### Placed cells, one colour a class, run 1

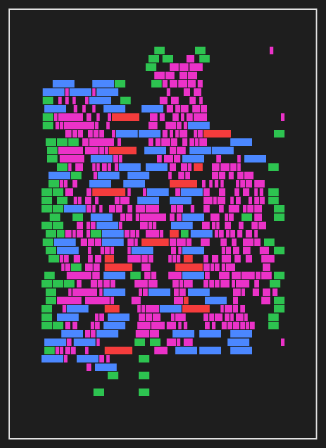
### Wiring by layer, run 1

Bar = 20 um.
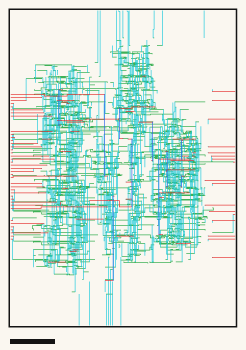
### PDN straps and rails, run 1

Bar = 20 um. Pins as bars on the die edge.
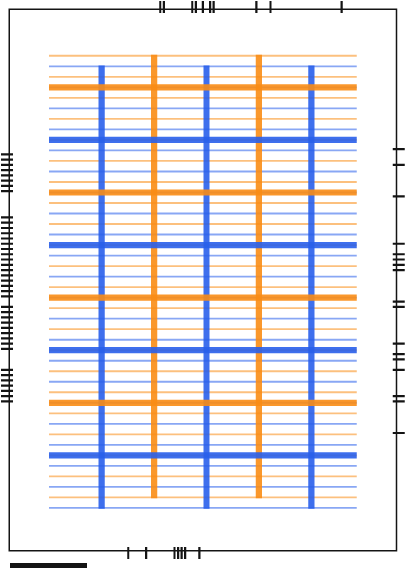
### Congestion heat map, run 1

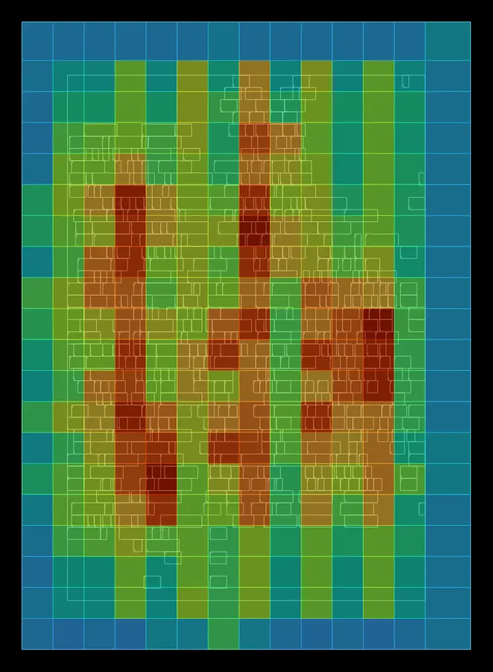
<file path="src/rtl/enemy_fleet_ctrl.sv">
// Enemy formation sequencer: shared origin, alive mask, cadence-driven march,
// wall bounce, descent, and landed/cleared end-of-wave detection.
module enemy_fleet_ctrl #(
  parameter int unsigned COLS_P    = 8,
  parameter int unsigned ROWS_P    = 4,
  parameter int unsigned CELL_P    = 40,
  parameter int unsigned STEP_P    = 2,
  parameter int unsigned DROP_P    = 40,
  parameter int unsigned H_RES_P   = 640,
  parameter int unsigned LAND_Y_P  = 440,
  parameter int unsigned START_X_P = 0,
  parameter int unsigned START_Y_P = 0
) (
  input  logic                       clk_i,
  input  logic                       reset_i,
  input  logic                       frame_i,
  input  logic                       kill_valid_i,
  input  logic [5:0]                 kill_idx_i,
  output logic                       kill_ack_o,
  output logic [COLS_P*ROWS_P-1:0]   alive_o,
  output logic [6:0]                 alive_cnt_o,
  output logic [9:0]                 fleet_x_o,
  output logic [9:0]                 fleet_y_o,
  output logic                       dir_o,
  output logic                       step_o,
  output logic                       landed_o,
  output logic                       cleared_o
);

  localparam int unsigned N = COLS_P * ROWS_P;
  localparam int unsigned W = COLS_P * CELL_P;
  localparam int unsigned H = ROWS_P * CELL_P;

  localparam logic [10:0] RIGHT_LIM = 11'(H_RES_P - 1);
  localparam logic [10:0] W_STEP    = 11'(W + STEP_P);
  localparam logic [9:0]  X_RIGHT   = 10'(H_RES_P - 1 - W);
  localparam logic [9:0]  STEP_X    = 10'(STEP_P);
  localparam logic [10:0] DROP_H    = 11'(DROP_P + H);
  localparam logic [10:0] LAND_LIM  = 11'(LAND_Y_P);
  localparam logic [9:0]  Y_LAND    = 10'(LAND_Y_P - H);
  localparam logic [9:0]  DROP_Y    = 10'(DROP_P);
  localparam logic [6:0]  N_CNT     = 7'(N);

  typedef enum logic [1:0] {MARCH, DROP, LANDED, CLEARED} state_t;

  state_t         state_q, state_d;
  logic [3:0]     frame_cnt_q, frame_cnt_d;
  logic [3:0]     period;
  logic           step_evt;
  logic           kill_ok;
  logic [63:0]    alive_ext;
  logic [63:0]    kill_mask;
  logic [10:0]    x_ext, y_ext;

  logic           kill_ack_d, step_d, dir_d, landed_d, cleared_d;
  logic [N-1:0]   alive_d;
  logic [6:0]     alive_cnt_d;
  logic [9:0]     fleet_x_d, fleet_y_d;

  always_comb begin
    state_d     = state_q;
    frame_cnt_d = frame_cnt_q;
    kill_ack_d  = 1'b0;
    step_d      = 1'b0;
    dir_d       = dir_o;
    landed_d    = landed_o;
    cleared_d   = cleared_o;
    alive_d     = alive_o;
    alive_cnt_d = alive_cnt_o;
    fleet_x_d   = fleet_x_o;
    fleet_y_d   = fleet_y_o;

    // Cadence uses the registered (pre-kill) count; >= catches a shrunken period.
    period   = 4'd1 + 4'(alive_cnt_o >> 3);
    step_evt = frame_i && (({1'b0, frame_cnt_q} + 5'd1) >= {1'b0, period});
    if (frame_i) begin
      frame_cnt_d = step_evt ? '0 : frame_cnt_q + 4'd1;
    end

    x_ext = {1'b0, fleet_x_o};
    y_ext = {1'b0, fleet_y_o};

    unique case (state_q)
      MARCH: begin
        if (step_evt) begin
          step_d = 1'b1;
          if (!dir_o) begin
            if (x_ext + W_STEP > RIGHT_LIM) begin
              fleet_x_d = X_RIGHT;
              dir_d     = 1'b1;
              state_d   = DROP;
            end else begin
              fleet_x_d = fleet_x_o + STEP_X;
            end
          end else begin
            if (fleet_x_o < STEP_X) begin
              fleet_x_d = '0;
              dir_d     = 1'b0;
              state_d   = DROP;
            end else begin
              fleet_x_d = fleet_x_o - STEP_X;
            end
          end
        end
      end
      DROP: begin
        if (step_evt) begin
          step_d = 1'b1;
          if (y_ext + DROP_H > LAND_LIM) begin
            fleet_y_d = Y_LAND;
            landed_d  = 1'b1;
            state_d   = LANDED;
          end else begin
            fleet_y_d = fleet_y_o + DROP_Y;
            state_d   = MARCH;
          end
        end
      end
      LANDED:  ;
      CLEARED: ;
      default: state_d = MARCH;
    endcase

    alive_ext = 64'(alive_o);
    kill_mask = 64'd1 << kill_idx_i;
    kill_ok   = kill_valid_i && ({1'b0, kill_idx_i} < N_CNT) && alive_ext[kill_idx_i];

    // The final kill overrides any same-cycle landing: CLEARED wins.
    if (kill_ok) begin
      kill_ack_d  = 1'b1;
      alive_d     = alive_o & ~N'(kill_mask);
      alive_cnt_d = alive_cnt_o - 7'd1;
      if (alive_cnt_o == 7'd1) begin
        cleared_d = 1'b1;
        landed_d  = landed_o;
        state_d   = CLEARED;
      end
    end
  end

  always_ff @(posedge clk_i) begin
    if (reset_i) begin
      state_q     <= MARCH;
      frame_cnt_q <= '0;
      kill_ack_o  <= 1'b0;
      step_o      <= 1'b0;
      dir_o       <= 1'b0;
      landed_o    <= 1'b0;
      cleared_o   <= 1'b0;
      alive_o     <= '1;
      alive_cnt_o <= N_CNT;
      fleet_x_o   <= 10'(START_X_P);
      fleet_y_o   <= 10'(START_Y_P);
    end else begin
      state_q     <= state_d;
      frame_cnt_q <= frame_cnt_d;
      kill_ack_o  <= kill_ack_d;
      step_o      <= step_d;
      dir_o       <= dir_d;
      landed_o    <= landed_d;
      cleared_o   <= cleared_d;
      alive_o     <= alive_d;
      alive_cnt_o <= alive_cnt_d;
      fleet_x_o   <= fleet_x_d;
      fleet_y_o   <= fleet_y_d;
    end
  end

endmodule
</file>
<file path="config.mk">
export PLATFORM = sky130hd
export DESIGN_NAME = enemy_fleet_ctrl
export DESIGN_NICKNAME = d
export VERILOG_FILES = /design/src/rtl/enemy_fleet_ctrl.sv
export SDC_FILE = /design/constraint.sdc
export NUM_CORES = 1
export LEC_CHECK = 0
export ABC_AREA = 0
export CAP_MARGIN = 10
export CORE_ASPECT_RATIO = 1.5
export CORE_MARGIN = 10
export CORE_UTILIZATION = 40
export DETAILED_ROUTE_END_ITERATION = 8
export HOLD_SLACK_MARGIN = 0.1
export PLACE_DENSITY = 0.74
export SYNTH_ARGS = -nofsm -noshare
export SYNTH_HDL_FRONTEND = slang
export SYNTH_SLANG_ARGS = --single-unit
</file>
<file path="constraint.sdc">
create_clock -name clk_i -period 6.75 [get_ports clk_i]
set_input_delay 1.35 -clock clk_i [delete_from_list [all_inputs] [get_ports clk_i]]
set_output_delay 1.35 -clock clk_i [all_outputs]
set_load 0.01 [all_outputs]
</file>
==> deck_impl_summary.md, run 1 <==
Physical Implementation Snapshot

Detailed routing
  – Pre-antenna DRT Iters: 5
  – ANT nets after route: 0
  – Via count: 3624
  – Routed vias/inst: 5.70
  – WL final: 10400 um

Placed design
  – Final GP Congestion: 0.886
  – Dpl cell area: 0.00451 mm2

Final timing
  – Crit path time final: 4.29 ns
  – Clk_skew: 0.00715 ns
  – Setup ws final: 2.46 ns
  – Final Max Slew Viols: 0
  – Max Clk Rate: 0.233 GHz
  – Endpoints failing hold: 0
  – Final setup TNS: 0 ns

Run
  – Max Cap Viol: 0

Global routing
  – Largest net degree at the start of global routing: 48
  – Grt ovf: 0
  – Vias in the first global route: 3531

Min path
  – Hold path depth: 2
  – Hold EP: alive_o[11]$_SDFFE_PP1P_
  – Hold Crit Class: reg -> reg

Clocking
  – Num CTS Buffers: 9
  – Root buf cell: clkbuf_16
  – Clk slew on worst S/H paths: 0.06 ns
  – Post-CTS Resized: 0

Cells and area
  – Commonest Layout Cell: clkdlybuf4s50_1
  – Layout cells sized above 1: 6.68%
  – P&R area growth vs syn: 26.2%
  – Design area: 0.00482 mm2

Critical path
  – Worst EP arrival: 4.51 ns
  – Crit-path max cell delay: 0.97 ns
  – Top delay family on crit path: AND-OR/OR-AND gates
  – Crit. End Element: register
  – Crit-path cells: clkdlybuf4s50_1, mux4_2, a22oi_2, a2111oi_4, or2_1, nand4b_4, a22o_1
  – Worst r2r path cells: 7

Run status
  – Status: complete, no violations

Yosys
  – Synth Seq Share: 35.1%
  – Synth Instances: 470
  – Syn Std Cell Area: 0.00382 mm2
  – Post-synth top flop: dfxtp_1

Floorplanning
  – FP Core Util: 41.0%
  – Die X: 99.8 um
## Picture notes: 'Placed cells, one colour a class'
colour	class	cells	share of their area
red	clock drivers and dummy loads	16	6.6%
magenta	combinational and other logic	369	49%
green	other buffers and delay cells	72	15%
blue	flops	67	29%

## Picture notes: 'Wiring by layer'
colour	layer	wire length
green	metal 1	4180 um
blue	metal 4	211 um
cyan	metal 2	5210 um
red	metal 3	829 um

## Picture notes: 'PDN straps and rails'
colour	net
blue	VSS
orange	VDD
met5 straps	8
met1 rails	44
signal pins	74

## Picture notes: 'Congestion heat map'
met1 Use GR: 15.4%
wire length per cell: 16.4 um

run 1: how the worst max path moves through the flow:
stage,start,end,cells past startpoint
3_5_place_dp,kill_idx_i[0],landed_o$_SDFFE_PP0P_,7
3_3_place_gp,kill_idx_i[0],landed_o$_SDFFE_PP0P_,7
4_1_cts,kill_idx_i[0],landed_o$_SDFFE_PP0P_,7
6_report,kill_idx_i[0],landed_o$_SDFFE_PP0P_,7
5_1_grt,kill_idx_i[0],landed_o$_SDFFE_PP0P_,7
2_1_floorplan,kill_idx_i[0],landed_o$_SDFFE_PP0P_,8
run 1: area by class of cell:
class / count / area [um2] / share of cell area (%)
tap: 112 / 140 / 2.91
timing repair buffer: 72 / 716 / 14.8
sequential: 67 / 1340 / 27.8
clock inverter: 6 / 70.1 / 1.45
clock buffer: 10 / 239 / 4.96
inverter: 18 / 67.6 / 1.40
multi-input combinational: 351 / 2250 / 46.6
run 1: logic make-up after synthesis:
| kind of cell | share of synthesized area [%] |
|---|---|
| AND-OR/OR-AND | 19.7 |
| XOR/XNOR | 3.21 |
| adder cells (fa/ha/maj) | 4.59 |
| buffers and inverters | 6.29 |
| flip-flops | 35.1 |
| multiplexers | 5.50 |
| other | 0.0982 |
| AND/OR/NAND/NOR | 25.5 |
run 1: cell usage after synthesis, types with 3 or more instances:
master,instances,area [um2]
mux4_2,8,180
nor3_1,16,80.1
and2_1,12,75.1
a22oi_1,4,30.0
a31oi_1,11,68.8
a21o_1,5,37.5
nor2b_1,6,37.5
nor4_1,3,18.8
buf_6,3,33.8
or3_1,3,18.8
a21boi_0,4,30.0
xor2_1,8,70.1
dfxtp_1,67,1340
o22ai_1,6,37.5
and3_1,4,25.0
nand3b_1,5,37.5
nor2_1,42,158
nand4_1,6,37.5
o21ai_0,20,100
a21oi_1,34,170
buf_4,3,22.5
nand2_1,55,206
nand2b_1,5,31.3
mux2i_1,3,30.0
xnor2_1,6,52.6
nand3_1,23,115
ha_1,14,175
a211oi_1,5,37.5
clkbuf_1,26,97.6
nand4b_1,3,26.3
inv_1,18,67.6
buf_2,3,15.0
run 1: routing by layer:
layer	global-route usage [%]	wire, um
met2	24.7	5210
met5	0	0
met4	6.28	211
met3	5.40	829
met1	15.4	4180
run 1: worst register-to-register path, stage by stage (launching register included):
cell and delay [ns]:
dfxtp_1 0.58, ha_1 0.43, and3_1 0.26, a41o_1 0.27, mux2i_1 0.10, a211oi_1 0.70
a2111oi_0 0.18, a211oi_1 0.28
run 1: per-stage QoR:
step | utilization (%) | power (mW) | instances
finish | 51.8 | 1.05 | 636
floorplan | - | 0.531 | 472
global route | 51.8 | 1.09 | 636
CTS | 51.8 | 1.05 | 636
detailed placement | 48.5 | 0.575 | 620
global placement | 48.5 | 0.571 | 620
run 1: report_power, final:
group	leakage (nW)	internal (mW)	switching, mW	total, mW
registers	0.543	0.407	0.0220	0.429
logic	1.13	0.0611	0.0782	0.139
clock network	0.154	0.300	0.178	0.477
run 1: flip-flops by register name, summed over array words and instances (netlist names):
name,count
landed_o,1
state_q,2
kill_ack_o,1
frame_cnt_q,4
cleared_o,1
step_o,1
dir_o,1
fleet_y_o,7
fleet_x_o,10
alive_o,32
alive_cnt_o,7
### Clock network drawn from the DEF, run 1

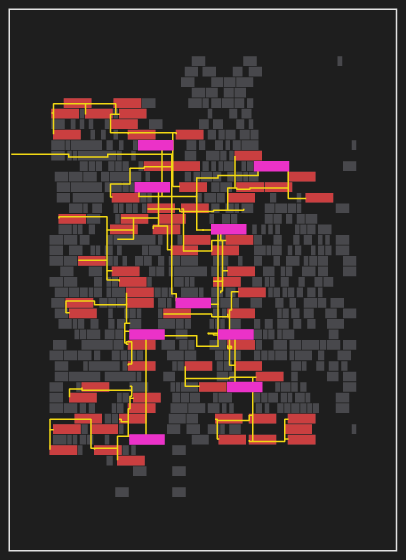

==> run 2: changes to the inputs <==
==> constraint.sdc (replaced) <==
create_clock -name clk_i -period 4 [get_ports clk_i]
set_input_delay 0.8 -clock clk_i [delete_from_list [all_inputs] [get_ports clk_i]]
set_output_delay 0.8 -clock clk_i [all_outputs]
set_load 0.01 [all_outputs]
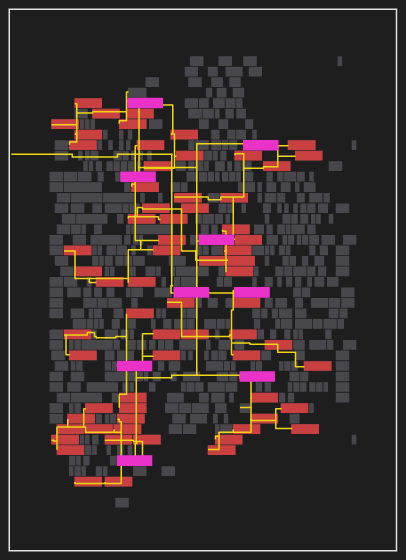
*Clock network drawn from the DEF, run 2*
[red] flip-flops | count: 67
[magenta] clock drivers | count: 9
[yellow] clock wires | length: 832 um
routed clock nets	10

==> run 2 against run 1 <==
Global-route usage rose by 0.47 points. Highest routed layer unchanged. Sequential power rose by 69%. Design area rose by 0.52%. Hold slack improved by 0.010 ns. Clock skew fell by 0.0025 ns. Largest power group unchanged. Non-clock buffer count rose by 4.
==> deck_impl_summary.md, run 2 <==
Physical Implementation Snapshot

Final timing
  – Final setup TNS: 0 ns
  – Endpoints failing hold: 0
  – Final Max Slew Viols: 0

Global routing
  – Largest net degree at the start of global routing: 47

Run status
  – Status: complete, no violations

Yosys
  – Synth Instances: 470
  – Area share, top type: 35.1%
  – Syn Std Cell Area: 0.00382 mm2
  – Dominant cell type by area after synthesis: dfxtp_1

Cells and area
  – Commonest Layout Cell: clkdlybuf4s50_1
  – Register with the most flip-flops: alive_o
  – Max reg flops: 32
  – Biggest regs: alive_o x32, fleet_x_o x10
  – Layout cells sized above 1: 7.39%
  – P&R area growth vs syn: 26.8%
  – Finished Core Util: 52.1%

Clocking
  – Post-CTS Resized: 0
  – Clk slew on worst S/H paths: 0.05 ns

Detailed routing
  – ANT nets after route: 0
  – WL final: 10700 um
  – Wire length per cell: 16.7 um
  – Pre-antenna DRT Iters: 4

Placed design
  – Final GP Congestion: 0.899
  – Placed insts: 624
  – Dpl cell area: 0.00454 mm2

Min path
  – Hold path depth: 2
  – Hold Crit Class: reg -> reg
  – Hold EP: alive_o[11]$_SDFFE_PP1P_

Floorplanning
  – Die X: 99.8 um

Critical path
  – Crit. End Element: register
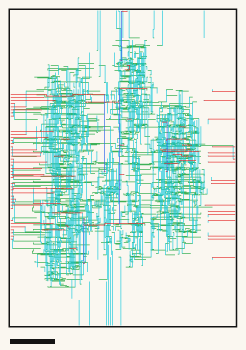
*Wiring by layer, run 2*
Bar = 20 um.
colour	layer	wire length
green	metal 1	4210 um
cyan	metal 2	5580 um
blue	metal 4	157 um
red	metal 3	728 um

## run 2: netlist changes by cell type in the layout (fill, tap and decap cells not counted)
cell,before,now
buf_4,2,6
clkinvlp_4,0,4
inv_6,3,0
clkinv_4,1,0
## run 2: worst max-delay path by stage
| stage | from | end | slack, ns | cells after the start |
|---|---|---|---|---|
| floorplan | kill_idx_i[0] | landed_o$_SDFFE_PP0P_ | 1.39 | 8 |
| global placement | kill_idx_i[0] | alive_cnt_o[5]$_SDFFE_PP1P_ | 0.57 | 7 |
| detailed placement | kill_idx_i[0] | alive_cnt_o[5]$_SDFFE_PP1P_ | 0.52 | 7 |
| CTS | kill_idx_i[0] | alive_cnt_o[6]$_SDFFE_PP0P_ | 0.86 | 8 |
| global route | kill_idx_i[0] | alive_cnt_o[5]$_SDFFE_PP1P_ | 0.69 | 7 |
| finish | kill_idx_i[0] | alive_cnt_o[4]$_SDFFE_PP0P_ | 0.86 | 8 |
## run 2: cell families (layout without fill, tap and decap cells)
kind of cell | Yosys count | after routing | synth area share, %
buf+inv | 54 | 110 | 6.29
fa+ha+maj | 14 | 14 | 4.59
flops | 67 | 67 | 35.1
other cells | 1 | 3 | 0.0982
compound gates | 114 | 114 | 19.7
mux | 11 | 11 | 5.50
xor+xnor | 14 | 14 | 3.21
simple gates | 195 | 195 | 25.5
## run 2: where the power goes
part	internal (mW)	total [mW]	switching [mW]
combinational	0.106	0.239	0.134
sequential	0.686	0.723	0.0360
clock	0.497	0.786	0.288
## run 2: area by class of cell
| cell class | instances | area, um2 | share of cell area [%] |
|---|---|---|---|
| clock inverter | 6 | 65.1 | 1.34 |
| sequential | 67 | 1340 | 27.7 |
| multi-input combinational | 351 | 2250 | 46.4 |
| inverter | 18 | 67.6 | 1.39 |
| clock buffer | 10 | 239 | 4.93 |
| timing repair buffer | 76 | 746 | 15.4 |
| tap | 112 | 140 | 2.89 |
## run 2: worst max-delay path: stages
cell	delay, ns
clkdlybuf4s50_1	0.86
mux4_2	0.35
a22oi_2	0.09
a2111oi_4	0.43
buf_4	0.29
nor2_2	0.08
or3_1	0.36
a21oi_1	0.13
## run 2: metal layers
metal	global-route usage, %	share of wire [%]	vias to the layer above
li1	-	-	1771
met1	15.5	39	1761
met2	26.6	52	103
met3	5.15	6.8	14
met4	5.60	1.5	0
met5	0	0	-
## run 2: metrics by stage
stage	worst slack [ns]	power, mW
floorplan	1.39	0.896
global placement	0.571	0.967
detailed placement	0.519	0.975
CTS	0.863	1.76
global route	0.691	1.82
finish	0.857	1.75
Power is estimated from default activity; no workload was simulated.
